### src/rtl/mult_arbiter_if.sv
// Bundle of every handshake and bus signal around mult_arbiter.
// Carries the two requester channels (operand request + product response),
// the start/done link to the shared shift-add multiplier core, and the
// busy / timeout_err status outputs.
//   slave  : view taken by mult_arbiter itself
//   master : view taken by whatever drives the requesters and the core
interface mult_arbiter_if #(
  parameter int W = 4
);

  logic         req0_valid;
  logic [W-1:0] req0_a;
  logic [W-1:0] req0_b;
  logic         req0_ready;
  logic         rsp0_valid;
  logic [2*W-1:0] rsp0_p;

  logic         req1_valid;
  logic [W-1:0] req1_a;
  logic [W-1:0] req1_b;
  logic         req1_ready;
  logic         rsp1_valid;
  logic [2*W-1:0] rsp1_p;

  logic         mul_start;
  logic [W-1:0] mul_a;
  logic [W-1:0] mul_b;
  logic         mul_done;
  logic [2*W-1:0] mul_p;

  logic         busy;
  logic         timeout_err;

  modport slave (
    input  req0_valid, req0_a, req0_b,
    output req0_ready, rsp0_valid, rsp0_p,
    input  req1_valid, req1_a, req1_b,
    output req1_ready, rsp1_valid, rsp1_p,
    output mul_start, mul_a, mul_b,
    input  mul_done, mul_p,
    output busy, timeout_err
  );

  modport master (
    output req0_valid, req0_a, req0_b,
    input  req0_ready, rsp0_valid, rsp0_p,
    output req1_valid, req1_a, req1_b,
    input  req1_ready, rsp1_valid, rsp1_p,
    input  mul_start, mul_a, mul_b,
    output mul_done, mul_p,
    input  busy, timeout_err
  );

endinterface

### src/rtl/mult_arbiter.sv
// Round-robin sequencer sharing one shift-add multiplier core between two
// requesters. An operand pair is accepted in IDLE, the core is kicked with a
// one-cycle start in ISSUE, WAIT sits on the core's done under a watchdog,
// and RESP returns the product to the owning requester as a one-cycle pulse.
// Ports:
//   sys_clk  : rising-edge clock for all logic
//   sys_rst  : synchronous active-high reset
//   bus      : mult_arbiter_if.slave (requester channels, core link, status)
// Parameters:
//   W        : operand width, product is 2W
//   TIMEOUT  : WAIT cycles allowed before the watchdog aborts (>= 1)
module mult_arbiter #(
  parameter int W       = 4,
  parameter int TIMEOUT = 31
) (
  input logic           sys_clk,
  input logic           sys_rst,
  mult_arbiter_if.slave bus
);

  localparam int                 TIMER_W   = $clog2(TIMEOUT + 1);
  localparam logic [TIMER_W-1:0] TIMEOUT_V = TIMER_W'(TIMEOUT);

  typedef enum logic [1:0] {
    IDLE  = 2'd0,
    ISSUE = 2'd1,
    WAIT  = 2'd2,
    RESP  = 2'd3
  } state_t;

  state_t             state_q, state_d;
  logic [W-1:0]       op_a_q, op_a_d;
  logic [W-1:0]       op_b_q, op_b_d;
  logic               owner_q, owner_d;
  logic               last_grant_q, last_grant_d;
  logic [TIMER_W-1:0] timer_q, timer_d;
  logic [TIMER_W-1:0] timer_inc;
  logic [2*W-1:0]     rsp0_p_q, rsp0_p_d;
  logic [2*W-1:0]     rsp1_p_q, rsp1_p_d;
  logic               timeout_err_q, timeout_err_d;

  logic               grant;
  logic               accept;

  // Arbitration: a lone valid requester wins outright; on a tie the
  // requester that was not served last wins. With no valid requester the
  // grant value is irrelevant because accept stays low.
  always_comb begin
    if (bus.req0_valid && bus.req1_valid) begin
      grant = ~last_grant_q;
    end else begin
      grant = bus.req1_valid;
    end
    accept = (state_q == IDLE) && (bus.req0_valid || bus.req1_valid);
  end

  // State register plus all datapath registers. Reset puts last_grant at 1
  // so requester 0 wins the first tie.
  always_ff @(posedge sys_clk) begin
    if (sys_rst) begin
      state_q       <= IDLE;
      op_a_q        <= '0;
      op_b_q        <= '0;
      owner_q       <= 1'b0;
      last_grant_q  <= 1'b1;
      timer_q       <= '0;
      rsp0_p_q      <= '0;
      rsp1_p_q      <= '0;
      timeout_err_q <= 1'b0;
    end else begin
      state_q       <= state_d;
      op_a_q        <= op_a_d;
      op_b_q        <= op_b_d;
      owner_q       <= owner_d;
      last_grant_q  <= last_grant_d;
      timer_q       <= timer_d;
      rsp0_p_q      <= rsp0_p_d;
      rsp1_p_q      <= rsp1_p_d;
      timeout_err_q <= timeout_err_d;
    end
  end

  // Next-state logic. timer_inc is the number of WAIT cycles spent so far
  // including the current one, so the watchdog fires on WAIT cycle TIMEOUT.
  // done is only honoured in WAIT and has priority over the watchdog.
  always_comb begin
    state_d       = state_q;
    op_a_d        = op_a_q;
    op_b_d        = op_b_q;
    owner_d       = owner_q;
    last_grant_d  = last_grant_q;
    timer_d       = timer_q;
    rsp0_p_d      = rsp0_p_q;
    rsp1_p_d      = rsp1_p_q;
    timeout_err_d = 1'b0;
    timer_inc     = timer_q + TIMER_W'(1);

    case (state_q)
      IDLE: begin
        if (accept) begin
          op_a_d  = grant ? bus.req1_a : bus.req0_a;
          op_b_d  = grant ? bus.req1_b : bus.req0_b;
          owner_d = grant;
          state_d = ISSUE;
        end
      end
      ISSUE: begin
        timer_d = '0;
        state_d = WAIT;
      end
      WAIT: begin
        timer_d = timer_inc;
        if (bus.mul_done) begin
          if (owner_q) begin
            rsp1_p_d = bus.mul_p;
          end else begin
            rsp0_p_d = bus.mul_p;
          end
          state_d = RESP;
        end else if (timer_inc == TIMEOUT_V) begin
          if (owner_q) begin
            rsp1_p_d = '0;
          end else begin
            rsp0_p_d = '0;
          end
          timeout_err_d = 1'b1;
          state_d       = RESP;
        end
      end
      RESP: begin
        last_grant_d = owner_q;
        state_d      = IDLE;
      end
      default: begin
        state_d = IDLE;
      end
    endcase
  end

  // Outputs decoded from the current state and registers. Ready is offered
  // only in IDLE and only to the granted requester.
  always_comb begin
    bus.req0_ready  = accept && !grant;
    bus.req1_ready  = accept && grant;
    bus.mul_start   = (state_q == ISSUE);
    bus.mul_a       = op_a_q;
    bus.mul_b       = op_b_q;
    bus.rsp0_valid  = (state_q == RESP) && !owner_q;
    bus.rsp1_valid  = (state_q == RESP) && owner_q;
    bus.rsp0_p      = rsp0_p_q;
    bus.rsp1_p      = rsp1_p_q;
    bus.busy        = (state_q != IDLE);
    bus.timeout_err = timeout_err_q;
  end

endmodule
### src/flat_wrapper.sv
// flat-port wrapper written by rule: the top's interface ports become plain ports
module mult_arbiter_flat 
#(
  parameter int W       = 4,
  parameter int TIMEOUT = 31
)
  (sys_clk, sys_rst, bus_req0_valid, bus_req0_a, bus_req0_b, bus_req0_ready, bus_rsp0_valid, bus_rsp0_p, bus_req1_valid, bus_req1_a, bus_req1_b, bus_req1_ready, bus_rsp1_valid, bus_rsp1_p, bus_mul_start, bus_mul_a, bus_mul_b, bus_mul_done, bus_mul_p, bus_busy, bus_timeout_err);
  mult_arbiter_if #(.W(W)) bus_i ();
  input logic sys_clk;
  input logic sys_rst;
  input wire logic [$bits(bus_i.req0_valid)-1:0] bus_req0_valid;
  input wire logic [$bits(bus_i.req0_a)-1:0] bus_req0_a;
  input wire logic [$bits(bus_i.req0_b)-1:0] bus_req0_b;
  output wire logic [$bits(bus_i.req0_ready)-1:0] bus_req0_ready;
  output wire logic [$bits(bus_i.rsp0_valid)-1:0] bus_rsp0_valid;
  output wire logic [$bits(bus_i.rsp0_p)-1:0] bus_rsp0_p;
  input wire logic [$bits(bus_i.req1_valid)-1:0] bus_req1_valid;
  input wire logic [$bits(bus_i.req1_a)-1:0] bus_req1_a;
  input wire logic [$bits(bus_i.req1_b)-1:0] bus_req1_b;
  output wire logic [$bits(bus_i.req1_ready)-1:0] bus_req1_ready;
  output wire logic [$bits(bus_i.rsp1_valid)-1:0] bus_rsp1_valid;
  output wire logic [$bits(bus_i.rsp1_p)-1:0] bus_rsp1_p;
  output wire logic [$bits(bus_i.mul_start)-1:0] bus_mul_start;
  output wire logic [$bits(bus_i.mul_a)-1:0] bus_mul_a;
  output wire logic [$bits(bus_i.mul_b)-1:0] bus_mul_b;
  input wire logic [$bits(bus_i.mul_done)-1:0] bus_mul_done;
  input wire logic [$bits(bus_i.mul_p)-1:0] bus_mul_p;
  output wire logic [$bits(bus_i.busy)-1:0] bus_busy;
  output wire logic [$bits(bus_i.timeout_err)-1:0] bus_timeout_err;
  assign bus_i.req0_valid = bus_req0_valid;
  assign bus_i.req0_a = bus_req0_a;
  assign bus_i.req0_b = bus_req0_b;
  assign bus_req0_ready = bus_i.req0_ready;
  assign bus_rsp0_valid = bus_i.rsp0_valid;
  assign bus_rsp0_p = bus_i.rsp0_p;
  assign bus_i.req1_valid = bus_req1_valid;
  assign bus_i.req1_a = bus_req1_a;
  assign bus_i.req1_b = bus_req1_b;
  assign bus_req1_ready = bus_i.req1_ready;
  assign bus_rsp1_valid = bus_i.rsp1_valid;
  assign bus_rsp1_p = bus_i.rsp1_p;
  assign bus_mul_start = bus_i.mul_start;
  assign bus_mul_a = bus_i.mul_a;
  assign bus_mul_b = bus_i.mul_b;
  assign bus_i.mul_done = bus_mul_done;
  assign bus_i.mul_p = bus_mul_p;
  assign bus_busy = bus_i.busy;
  assign bus_timeout_err = bus_i.timeout_err;
  mult_arbiter #(.W(W), .TIMEOUT(TIMEOUT)) u_core (.sys_clk(sys_clk), .sys_rst(sys_rst), .bus(bus_i));
endmodule
### config.mk
export PLATFORM = sky130hd
export DESIGN_NAME = mult_arbiter_flat
export DESIGN_NICKNAME = d
export VERILOG_FILES = /design/src/rtl/mult_arbiter_if.sv /design/src/rtl/mult_arbiter.sv /design/src/flat_wrapper.sv
export SDC_FILE = /design/constraint.sdc
export NUM_CORES = 1
export LEC_CHECK = 0
export CORE_MARGIN = 1
export CORE_UTILIZATION = 45
export CTS_CLUSTER_SIZE = 25
export DETAILED_ROUTE_END_ITERATION = 10
export PLACE_DENSITY = 0.84
export SYNTH_ARGS = -nofsm -noshare
export SYNTH_HDL_FRONTEND = slang
export SYNTH_SLANG_ARGS = --single-unit
### constraint.sdc
create_clock -name sys_clk -period 2.8 [get_ports sys_clk]
set_input_delay 0.42 -clock sys_clk [delete_from_list [all_inputs] [get_ports sys_clk]]
set_output_delay 0.42 -clock sys_clk [all_outputs]
set_load 0.01 [all_outputs]
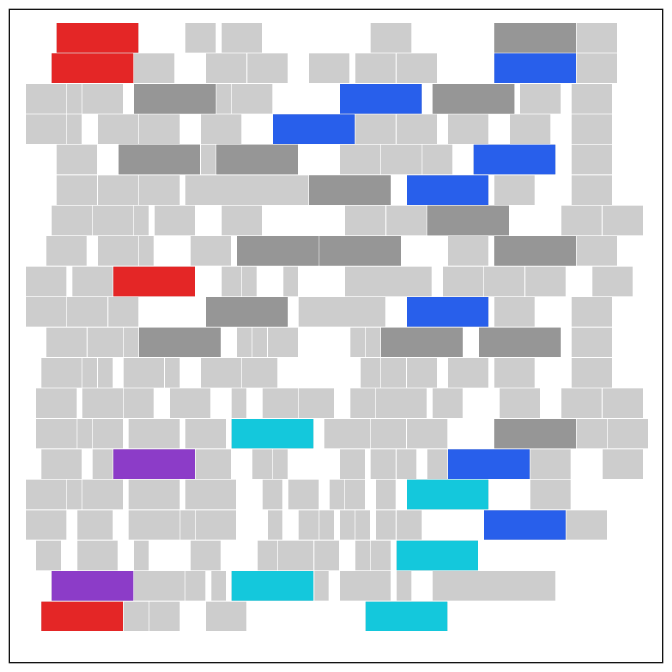
run_1/flops_by_reg.png
Other sequential cells in the stronger grey, the rest of the logic in the fainter grey.
legend:
  `u_core.bus.rsp1_p`:
    colour: blue
    flops: 8
  `u_core.bus.mul_b`:
    colour: red
    flops: 4
  `u_core.state_q`:
    colour: purple
    flops: 2
  `u_core.timer_q`:
    colour: cyan
    flops: 5
not coloured: 15
Final Core Density: 72.15%
Seq/total area: 31.16%
register area: 680.7 µm²
Flop+latch power: 0.000592 W

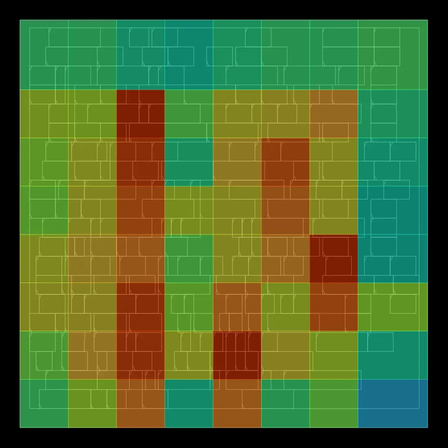
run_1/congestion.png
grt peak-use layer: met2
gr usage total: 23.17%
met1 Track Usage GR: 23.95%

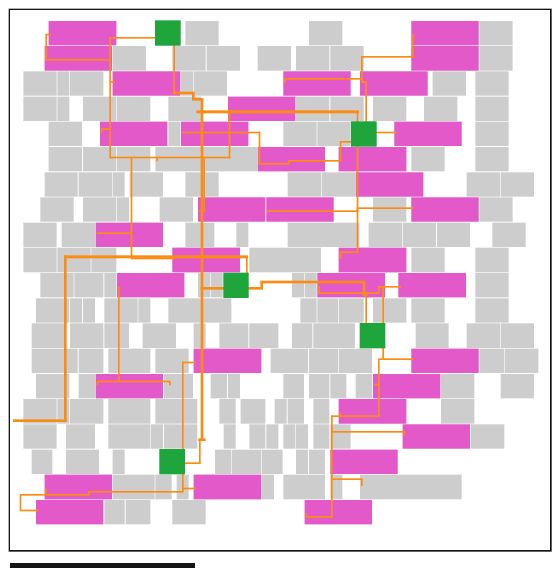
run_1/clk_routes.png
Scale bar: 20 µm.
legend:
  clock wires:
    colour: orange
    length: 421 µm
  clock drivers:
    colour: green
    count: 5
  flip-flops:
    colour: magenta
    count: 34
routed clock nets: 6
flops lie: all over the die
Clock Power: 0.000457 W
part of the power in the clock network: 27.8%
Layout Skew: 0.007358 ns
Clock Latency Late Sink: 0.35 ns

==> changes_impl.md, run 1 <==
### Changed

- Min Tclk post-route: roughly 2.3 ns
- Hold Path Sink: u_core.timer_q[4]
- Routed WL: 3605 µm
- Ys Warns: 0
- Final hold violations: 0
- Total Nets Final: roughly 240
- CP Max Fanout: 5
- P_sw: 0.0005262 W
- Final WS setup: approximately 0.53 ns
- Die Ht: around 58 µm
- GR Util met3: 7.366%
- Outcome: finished clean
- Num tapcells: 44
- Post-DP HPWL: 2666 µm
- Logic inverters: 9
- Crit path to: bus_req1_ready
- Largest net degree at the start of global routing: 21
- Share of cells above drive strength 1: about 9.8%
- WL/cell: 14.54 µm
- Endpoints failing setup: 0
- Comb. cell area: approximately 700 µm²
- PortBufs: 59
- Cell Area, Placed: just over 2000 µm²
- Row Count: 20
- Layout filler cell count: approximately 240
- Mapped Nets: 174
- Final Cycle Share: between 80 and 90%
- Yosys top cell area share: 47.80%
- Combinational gates: 90
- Max stage delay on crit path: 0.56 ns
- Vias in the first global route: 1406
- Reg2Reg Depth: 5
- Placed Instances: 240
- Critical Path Start: u_core.state_q[0]
- Asr flop ratio synth: 0%
- Synthesis-stage register bit count: 34
- WL met2: 1759 µm
- Most frequent cells in the layout: clkdlybuf4s50_1, dfxtp_1, nor2_1, a32o_1, inv_1
- Top layer reached by signal wires: met4
- Main logic family after synthesis: AND-OR/OR-AND gates
- Post-route ant nets: 0
- Slew at the pin closest to its max-slew limit: around 0.66 ns
- Post-layout instance area: 2185 µm²
- Commonest flop: dfxtp_1
- Cell count after synthesis: 138
- Chip width: approximately 58 µm
- FF+latch count: 34
- Synth top cells by count: dfxtp_1, a32o_1, nor2_1
- Sequential group share of total power: 36.0%
- Yosys top cell by area: dfxtp_1
- Simple share: 13.01%
- Fraction of area in multi-input gates: between 30% and 40%
- Combinational share of power: 36.3%
- Metal1 wirelength: 1424 µm
- Syn avg cell area: approximately 10 µm²
- Max-slew violations: 0
- RSZ-0062 raised after global routing: false
- Total global routing overflow: 0
- CP Cell Sequence: inv_1, ha_1, nand2_1, a21oi_2, clkdlybuf4s50_1
- Area fraction in compound gates: 27.86%
- Clock Buffer Count: 5
- Clk buf depth: 2
- FF-to-FF End: u_core.bus.rsp1_p[7]
- CTS tree: built
- RR Startpoint: u_core.state_q[0]
- Met3 routed WL: 368 µm
- Non-clk bufs: around 63
- Worst setup EP type: primary output
- Top class by area: combinational gates
run_1/io_placement.png
Pins as bars across the die edge, other pins in grey.
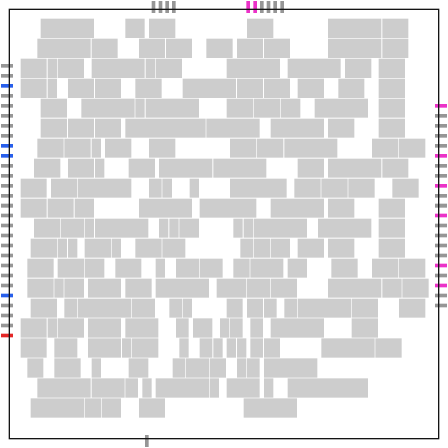

--- run 2 (diff from run 1) ---
- CORE_UTILIZATION: 45 -> 38
- PLACE_DENSITY: 0.84 -> 0.76
- clock period: 2.8 -> 1.88 ns (I/O delays scaled with it)
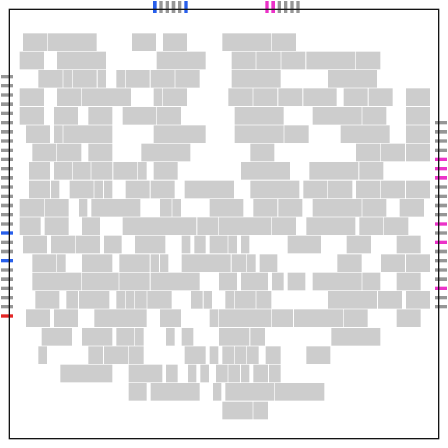
run_2/io_placement.png
Pins as bars across the die edge, other pins in grey.
legend:
  `bus_mul_p`:
    colour: magenta
    pins: 8
    direction: input
    edge: 6 right, 2 top
  `bus_mul_b`:
    colour: blue
    pins: 4
    direction: output
    edge: 2 left, 2 top
  `sys_clk`:
    colour: red
    pins: 1
    direction: input
    edge: left
PortBufs: 59
Die Ht: 63.21 µm
chip width: 63.21 µm

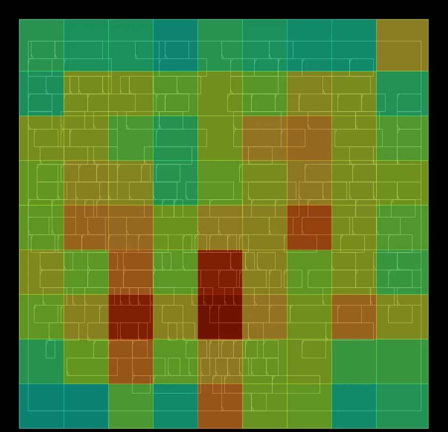
run_2/congestion.png
WL/cell: 15.07 µm
Final Core Density: 64.03%

==> run 2 against run 1 <==
Combinational power increased by about 50%. Hold slack got worse by 0.0041 ns. Cell area increased by 1.7%. Total power increased by 49%. Non-clock buffer count increased by 2. Synthesized cell count unchanged. Via count decreased by 3.1%. Clock skew decreased by 0.00062 ns. Sequential cell count unchanged. First-iteration DRC count decreased by 44%. Area after synthesis unchanged. Count of clock-buffer cells in the layout unchanged. Largest power group unchanged.
==> changes_impl.md, run 2 <==
### Changed

- Outcome: finished clean
- Clock buf/inv share: 5.127%
- Hold Path Sink: u_core.bus.rsp0_p[0]
- Seq/total area: 30.82%
- Simple share: 13.01%
- P_sw: roughly 0.0008 W
- Via Count: 1343
- Sequential group share of total power: between 30% and 40%
- Area fraction in compound gates: 27.86%
- Placed Instances: 244
- Comb. cell area: roughly 700 µm²
- Yosys top cell by area: dfxtp_1
- Crit path to: u_core.bus.rsp0_p[7]
- Routed WL: 3798 µm
- WL met2: 1862 µm
- Min Tclk post-route: 1.750 ns
- EDFF count, synth: 0
- FF-to-FF End: u_core.bus.rsp0_p[7]
- Reg2Reg Depth: 6
- GR Util met3: 6.703%
- Met3 routed WL: 306 µm
- Final hold violations: 0
- CP Cell Sequence: inv_1, ha_1, and2_1, a41o_2, a31oi_4, a32o_1
- Total global routing overflow: 0
- Top layer reached by signal wires: met4
- Area Growth Syn to Fin: 55.98%
- Non-clk bufs: roughly 65
- Syn avg cell area: 10.32 µm²
- Post-layout instance area: between 2000 and 2500 µm²
- Ys Warns: 0
- Most frequent cells in the layout: clkdlybuf4s50_1, dfxtp_1, nor2_1, a32o_1, inv_1
- Post-route ant nets: 0
- Cell Area, Placed: 2096 µm²
- Worst path slowest cell: dfxtp_1
- Clock Buffer Count: 5
- Combinational share of power: 36.4%
- Cell count after synthesis: 138
- Endpoints failing setup: 0
- CTS tree: built
- Share of cells above drive strength 1: 12.62%
- Final WS setup: 0.1305 ns
- Vias in the first global route: ~1400
- Mapped Nets: 174
- Slew at the pin closest to its max-slew limit: approximately 0.69 ns
- Synth top cells by count: dfxtp_1, a32o_1, nor2_1
- Fraction of area in multi-input gates: 31.10%
- Critical Path Start: u_core.timer_q[0]
- Logic inverters: 9
- Total Nets Final: 241
- Grt peak-use layer: met2
- Gr usage total: ~20%
- Top class by area: combinational gates
- Combinational gates: 90
- Register area: 684.4 µm²
- Layout filler cell count: 286
- Largest net degree at the start of global routing: 21
- Yosys top cell area share: 47.80%
- Post-DP HPWL: 2754 µm
- Commonest flop: dfxtp_1
- Num tapcells: 46
- Metal1 wirelength: 1581 µm
- Asr flop ratio synth: 0%
- Flop+latch power: 0.000887 W
- Max stage delay on crit path: about 0.43 ns
- Row Count: 21
- Final Cycle Share: between 90 and 100%
- RR Startpoint: u_core.timer_q[0]
- PD cells: 1104 nW/µm²
- Main logic family after synthesis: AND-OR/OR-AND gates
- Synthesis-stage register bit count: 34
- Max-slew violations: 0
- CP Max Fanout: 8
- Met1 Track Usage GR: 21.39%
- FF+latch count: 34
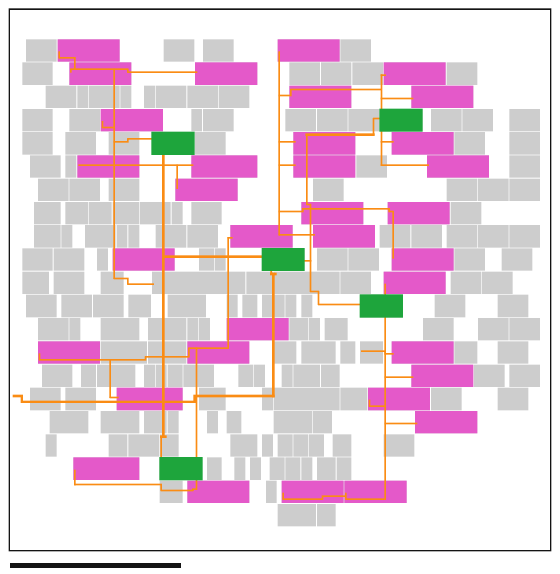
run_2/clk_routes.png
Scale bar: 20 µm.
legend:
  clock wires:
    colour: orange
    length: 435 µm
  flip-flops:
    colour: magenta
    count: 34
  clock drivers:
    colour: green
    count: 5
flops lie: all over the die
routed clock nets: 6
Clock Power: 0.000673 W
part of the power in the clock network: 27.4%
Clock Latency Late Sink: 0.29 ns
Layout Skew: 0.006741 ns

Power and IR drop assume default switching activity.
